`config.mk`:
```
export PLATFORM = sky130hd
export DESIGN_NAME = score_tracker
export DESIGN_NICKNAME = d
export VERILOG_FILES = /design/src/rtl/score_tracker.sv
export SDC_FILE = /design/constraint.sdc
export NUM_CORES = 1
export LEC_CHECK = 0
export CORE_UTILIZATION = 45
export DETAILED_ROUTE_END_ITERATION = 12
export PLACE_DENSITY_LB_ADDON = 0.08
export SYNTH_ARGS = -nofsm -noshare
export SYNTH_HDL_FRONTEND = slang
export SYNTH_SLANG_ARGS = --single-unit
```
`constraint.sdc`:
```
create_clock -name clk -period 4.5 [get_ports clk]
set_input_delay 0.45 -clock clk [delete_from_list [all_inputs] [get_ports clk]]
set_output_delay 0.45 -clock clk [all_outputs]
set_load 0.05 [all_outputs]
```
`src/rtl/score_tracker.sv`:
```
// Score/combo accumulator for the 4-lane note judge. Score, combo and max combo
// are kept in packed BCD; simultaneous lane hits are serialised one digit per cycle.
module score_tracker #(
  parameter logic [3:0] PTS_PERFECT = 4'd3,
  parameter logic [3:0] PTS_GREAT   = 4'd2,
  parameter logic [3:0] PTS_GOOD    = 4'd1
) (
  input  logic        clk,
  input  logic        rst,
  input  logic        clr,
  input  logic [3:0]  hit_valid,
  input  logic [7:0]  hit_grade,
  output logic [31:0] score,
  output logic [15:0] combo,
  output logic [15:0] max_combo,
  output logic        busy,
  output logic        upd,
  output logic        drop
);

  typedef enum logic [1:0] {
    IDLE = 2'd0,
    ADD  = 2'd1,
    CMB  = 2'd2
  } state_t;

  // Returns {carry, digit} of a single BCD digit addition.
  function automatic logic [4:0] bcd_digit_add(input logic [3:0] a, input logic [3:0] b,
                                               input logic c);
    logic [4:0] s;
    s = {1'b0, a} + {1'b0, b} + {4'd0, c};
    if (s > 5'd9) begin
      return {1'b1, s[3:0] - 4'd10};
    end else begin
      return {1'b0, s[3:0]};
    end
  endfunction

  function automatic logic [15:0] bcd_inc16_sat(input logic [15:0] v);
    logic [15:0] r;
    logic        c;
    r = v;
    c = 1'b1;
    if (v == 16'h9999) begin
      return v;
    end else begin
      for (int i = 0; i < 4; i++) begin
        if (c && (v[4*i +: 4] == 4'd9)) begin
          r[4*i +: 4] = 4'd0;
        end else if (c) begin
          r[4*i +: 4] = v[4*i +: 4] + 4'd1;
          c = 1'b0;
        end else begin
          r[4*i +: 4] = v[4*i +: 4];
        end
      end
      return r;
    end
  endfunction

  state_t      state_q, state_d;
  logic [3:0]  pend_q, pend_d;
  logic [7:0]  grade_q, grade_d;
  logic [1:0]  cur_grade_q, cur_grade_d;
  logic [3:0]  addend_q, addend_d;
  logic [2:0]  dig_q, dig_d;
  logic        carry_q, carry_d;
  logic        sat_q, sat_d;
  logic        settle_q, settle_d;
  logic [31:0] acc_q, acc_d;
  logic [31:0] score_q, score_d;
  logic [15:0] combo_q, combo_d;
  logic [15:0] max_combo_q, max_combo_d;
  logic        upd_q, upd_d;
  logic        drop_q, drop_d;

  logic [3:0]  pick_s;
  logic [1:0]  pick_lane_s;
  logic [1:0]  sel_grade_s;
  logic [4:0]  dsum_s;
  logic [15:0] combo_nx_s;

  // A lane can only be picked from IDLE, and not in the dwell cycle right after CMB.
  always_comb begin
    pick_s      = 4'b0000;
    pick_lane_s = 2'd0;
    if ((state_q == IDLE) && !settle_q) begin
      casez (pend_q)
        4'b???1: begin pick_s = 4'b0001; pick_lane_s = 2'd0; end
        4'b??10: begin pick_s = 4'b0010; pick_lane_s = 2'd1; end
        4'b?100: begin pick_s = 4'b0100; pick_lane_s = 2'd2; end
        4'b1000: begin pick_s = 4'b1000; pick_lane_s = 2'd3; end
        default: begin pick_s = 4'b0000; pick_lane_s = 2'd0; end
      endcase
    end else begin
      pick_s      = 4'b0000;
      pick_lane_s = 2'd0;
    end
    sel_grade_s = grade_q[{pick_lane_s, 1'b0} +: 2];
  end

  // Per-lane capture: a new event beats the clear of a lane picked on the same edge.
  always_comb begin
    pend_d  = pend_q;
    grade_d = grade_q;
    drop_d  = 1'b0;
    if (clr) begin
      pend_d  = 4'b0000;
      grade_d = 8'h00;
      drop_d  = 1'b0;
    end else begin
      for (int i = 0; i < 4; i++) begin
        if (hit_valid[i] && (!pend_q[i] || pick_s[i])) begin
          pend_d[i]         = 1'b1;
          grade_d[2*i +: 2] = hit_grade[2*i +: 2];
        end else if (pick_s[i]) begin
          pend_d[i] = 1'b0;
        end else if (hit_valid[i]) begin
          drop_d = 1'b1;
        end else begin
          pend_d[i] = pend_q[i];
        end
      end
    end
  end

  // Event FSM: digit-serial BCD add into acc, then commit score/combo in CMB.
  always_comb begin
    state_d     = state_q;
    cur_grade_d = cur_grade_q;
    addend_d    = addend_q;
    dig_d       = dig_q;
    carry_d     = carry_q;
    sat_d       = sat_q;
    settle_d    = settle_q;
    acc_d       = acc_q;
    score_d     = score_q;
    combo_d     = combo_q;
    max_combo_d = max_combo_q;
    upd_d       = 1'b0;
    dsum_s      = 5'd0;
    combo_nx_s  = 16'h0000;
    if (clr) begin
      state_d     = IDLE;
      cur_grade_d = 2'b00;
      addend_d    = 4'd0;
      dig_d       = 3'd0;
      carry_d     = 1'b0;
      sat_d       = 1'b0;
      settle_d    = 1'b0;
      acc_d       = 32'h0000_0000;
      score_d     = 32'h0000_0000;
      combo_d     = 16'h0000;
      max_combo_d = 16'h0000;
    end else begin
      case (state_q)
        IDLE: begin
          settle_d = 1'b0;
          if (|pick_s) begin
            cur_grade_d = sel_grade_s;
            acc_d       = score_q;
            sat_d       = 1'b0;
            carry_d     = 1'b0;
            dig_d       = 3'd2;
            case (sel_grade_s)
              2'b11:   addend_d = PTS_PERFECT;
              2'b10:   addend_d = PTS_GREAT;
              2'b01:   addend_d = PTS_GOOD;
              default: addend_d = 4'd0;
            endcase
            if (sel_grade_s == 2'b00) begin
              state_d = CMB;
            end else begin
              state_d = ADD;
            end
          end else begin
            state_d = IDLE;
          end
        end
        ADD: begin
          dsum_s = bcd_digit_add(acc_q[{dig_q, 2'b00} +: 4], addend_q, carry_q);
          acc_d[{dig_q, 2'b00} +: 4] = dsum_s[3:0];
          carry_d  = dsum_s[4];
          addend_d = 4'd0;
          if (dig_q == 3'd7) begin
            sat_d   = dsum_s[4];
            state_d = CMB;
          end else begin
            dig_d = dig_q + 3'd1;
          end
        end
        CMB: begin
          score_d = sat_q ? 32'h9999_9999 : acc_q;
          if (cur_grade_q == 2'b00) begin
            combo_nx_s = 16'h0000;
          end else begin
            combo_nx_s = bcd_inc16_sat(combo_q);
          end
          combo_d     = combo_nx_s;
          max_combo_d = (combo_nx_s > max_combo_q) ? combo_nx_s : max_combo_q;
          upd_d       = 1'b1;
          settle_d    = 1'b1;
          state_d     = IDLE;
        end
        default: begin
          state_d = IDLE;
        end
      endcase
    end
  end

  // State and output registers.
  always_ff @(posedge clk or negedge rst) begin
    if (!rst) begin
      state_q     <= IDLE;
      pend_q      <= 4'b0000;
      grade_q     <= 8'h00;
      cur_grade_q <= 2'b00;
      addend_q    <= 4'd0;
      dig_q       <= 3'd0;
      carry_q     <= 1'b0;
      sat_q       <= 1'b0;
      settle_q    <= 1'b0;
      acc_q       <= 32'h0000_0000;
      score_q     <= 32'h0000_0000;
      combo_q     <= 16'h0000;
      max_combo_q <= 16'h0000;
      upd_q       <= 1'b0;
      drop_q      <= 1'b0;
    end else begin
      state_q     <= state_d;
      pend_q      <= pend_d;
      grade_q     <= grade_d;
      cur_grade_q <= cur_grade_d;
      addend_q    <= addend_d;
      dig_q       <= dig_d;
      carry_q     <= carry_d;
      sat_q       <= sat_d;
      settle_q    <= settle_d;
      acc_q       <= acc_d;
      score_q     <= score_d;
      combo_q     <= combo_d;
      max_combo_q <= max_combo_d;
      upd_q       <= upd_d;
      drop_q      <= drop_d;
    end
  end

  assign score     = score_q;
  assign combo     = combo_q;
  assign max_combo = max_combo_q;
  assign upd       = upd_q;
  assign drop      = drop_q;
  assign busy      = (state_q != IDLE) | (|pend_q);

endmodule
```
==> results.yml <==
# generated from flow reports
route:
  drc_errors: 9
  avgViaCountPerCell: 6.03
  wl_met2_um: 9340
  wl_met3_um: 895
  detailedRoute.firstIterationViolations: 465
sta:
  min_period_ns: 3.92
  setup_repair_after_global_routing_missed_its_margin: "false"
  slew_viol_final: 0
  whs_ns: -0.00471
  fin_worst_skew_ns: 0.00711
  final_setup_violating_endpoints: 0
  post-route-worst-setup-slack_ns: 0.585
  timing.final.hold_violations: 7
  clock.fmax_ghz: 0.255
synth:
  avgSynthCellArea_um2: 9.32
  synthCells: 733
  netlist.area_leader.share: 0.447
  asyncSetResetFlopFracSynth: 1.00
  synth-cells-yosys: 733
  number_of_enable_flip_flop_cells: 0
  post_synth_num_cell_types: 68
  postSynthRegisterBits: 122
  multiplexer_share: 0.0467
  mappedNetlistNets: 779
  post_synth_ao_oa_area_fraction: 0.189
  yosys.cell_count.top_type: "dfrtp_1"
  yosys.area_share.xor_xnor: 0.00769
  post_synthesis_chip_area_from_yosys_mm2: 0.00683
global_route:
  wire_length_of_the_first_global_routing_pass_um: 31400
  antenna_found_initial: 0
  groute.layer.met3.usage: 0.0449
  globalRoute.totalOverflow: 0
  grt_pass1_vias: 5937
  globalRouteMet1Util: 0.335
  global_route.usage.met2: 0.421
  grt-busiest-layer: "met2"
power:
  top_power_group: "the clock network"
  share_comb_of_total_power: 0.338
  vdd_drop_max_v: 0.000361
  power.net_switching_mw: 1.74
  power.density_mw_per_mm2: 533
  power.combinational.total_mw: 1.52
  powerClk_mw: 1.58
  pg_seq_mw: 1.40
  power.internal_mw: 2.76
  power.leakage_nw: 3.55
  sequential_group_share_of_total_power: 0.311
  total_power_mw: 4.49
final_layout:
  n_clock_buffer: 18
  top_area_cell_class: "logic gates"
  nFillCells: 1269
  finalInstanceArea_mm2: 0.00843
  synthToLayoutAreaGrowth_pct: 23.3
  logic_gate_count: 531
  area.combinational_mm2: 0.00343
  signal_buffer_area_fraction: 0.109
  comb_share: 0.407
  drive_above_1_share: 0.0873
  mostFrequentLayoutCell: "dfrtp_1"
  nFlopsAndLatches: 122
  n_all_inverters: 32
  final_cell_mix: "dfrtp_1 (122), clkdlybuf4s50_1 (79), nor2_1 (66), a21oi_1 (66), nand2_1 (61)"
  clk_share: 0.0809
place:
  routabilityCongestion: 0.919
  dp_cells: 965
  detailedPlacementHpwl_um: 13300
  dp_slack_ns: 0.674
critical_path:
  crit-reg2reg-capture: "max_combo[8]"
  critical_path.max_stage_delay_ns: 0.81
  critical_path.cell_chain: "inv_1 > ha_1 > and3b_1 > nand4_1 > or2_2 > a21oi_1 > ha_1 > nand4_1 > nor4_1 > inv_1 > o21ai_1 > o21ai_0 > a21oi_1"
  critPathTopFamily: "AND-OR/OR-AND gates"
  r2r_slack_ns: 0.58
  required_ns: 4.84
  r2r_cells: 13
  worstPathArrival_ns: 4.25
  crit_path_max_fanout: 17
  start_kind: "register"
  critical_path.slowest_cell: "o21ai_1"
  worst_setup_path_end_kind: "register"
  regToRegStartpoint: "combo[1]"
  critical_path.endpoint: "max_combo[8]"
outcome:
  status: "finished with violations"
  failing_checks: "DRC, hold timing"
clock_network:
  insertion_delay_ns: 0.42
  cts_tree: "yes"
  clk_root_buffer_cell: "clkbuf_16"
  cts_made_buffers: 17
  clk_pin_slew_worst_paths_ns: 0.06
  cts_resized: 0
  post-cts-setup-buffer-count: 0
floorplan:
  die_area_mm2: 0.0157
  core_area_mm2: 0.0147
run:
  max_cap_viol_count: 0
hold_path:
  hold_path_class: "primary input to asynchronous set/reset pin"
**Signal wires by layer**

(3 px per um) Only two layers are drawn.
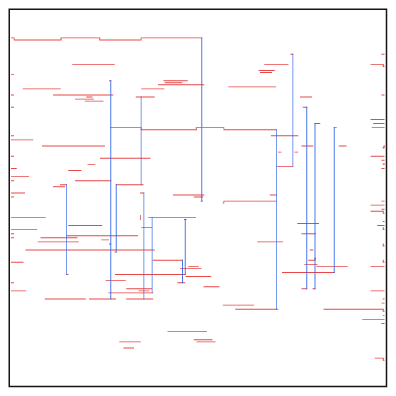
color	layer	wire length
red	met3	895 um
blue	met4	556 um

**Placed standard cells**

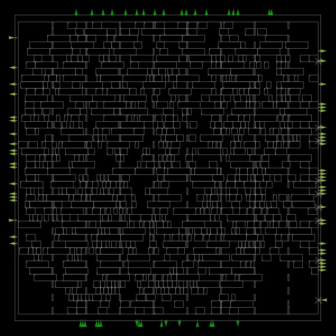
number of standard cells in the layout, taps in and fillers out: 997
Final Core Density: 0.573
tap cell instance count: 184
FP Rows: 44
register fraction of the total cell area: 0.362

**Signal metal coverage by tile**

(3 px per um) 25 x 25 tiles, from dark blue (low) to red (high), scaled to the fullest tile. Values are wire area over tile area, all layers added.
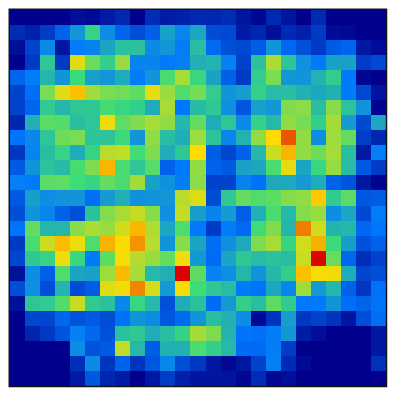
tiles over half the peak	23%
mean over tiles	0.20
fullest tile	0.59
emptiest ninth of the die	south-east
nearly empty tiles	9.0%
total track usage: 0.256
vias after detailed routing: 6010
wire length after detailed routing: 19200 um
wire per inst: 19.3 um

**Sequential cells colored by netlist name**

(4 px per um) Other sequential cells in the stronger gray, the rest of the logic in the fainter gray.
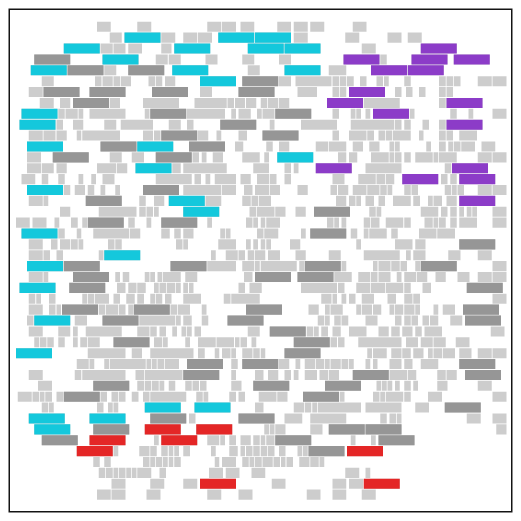
color	netlist name	flops
cyan	`score`	32
red	`grade_q`	8
purple	`max_combo`	16

**Port wiring**

(4 px per um)
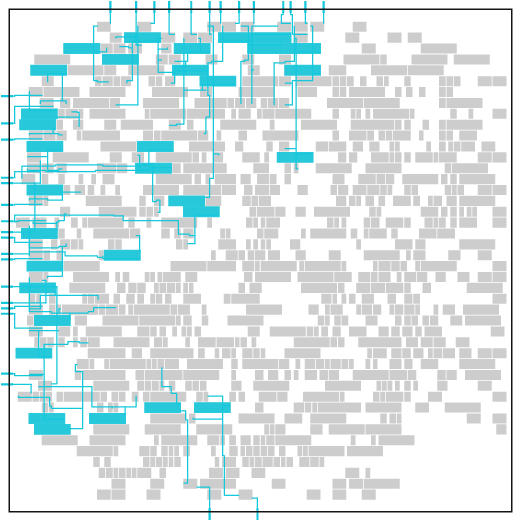
color	port	bits	direction	edge	end cells	buffers	wire
cyan	`score`	32	output	17 west, 13 north, 2 south	32	32	1300 um
I/O pin count: 82
buffers added on ports: 81

Power and IR drop assume default switching activity.
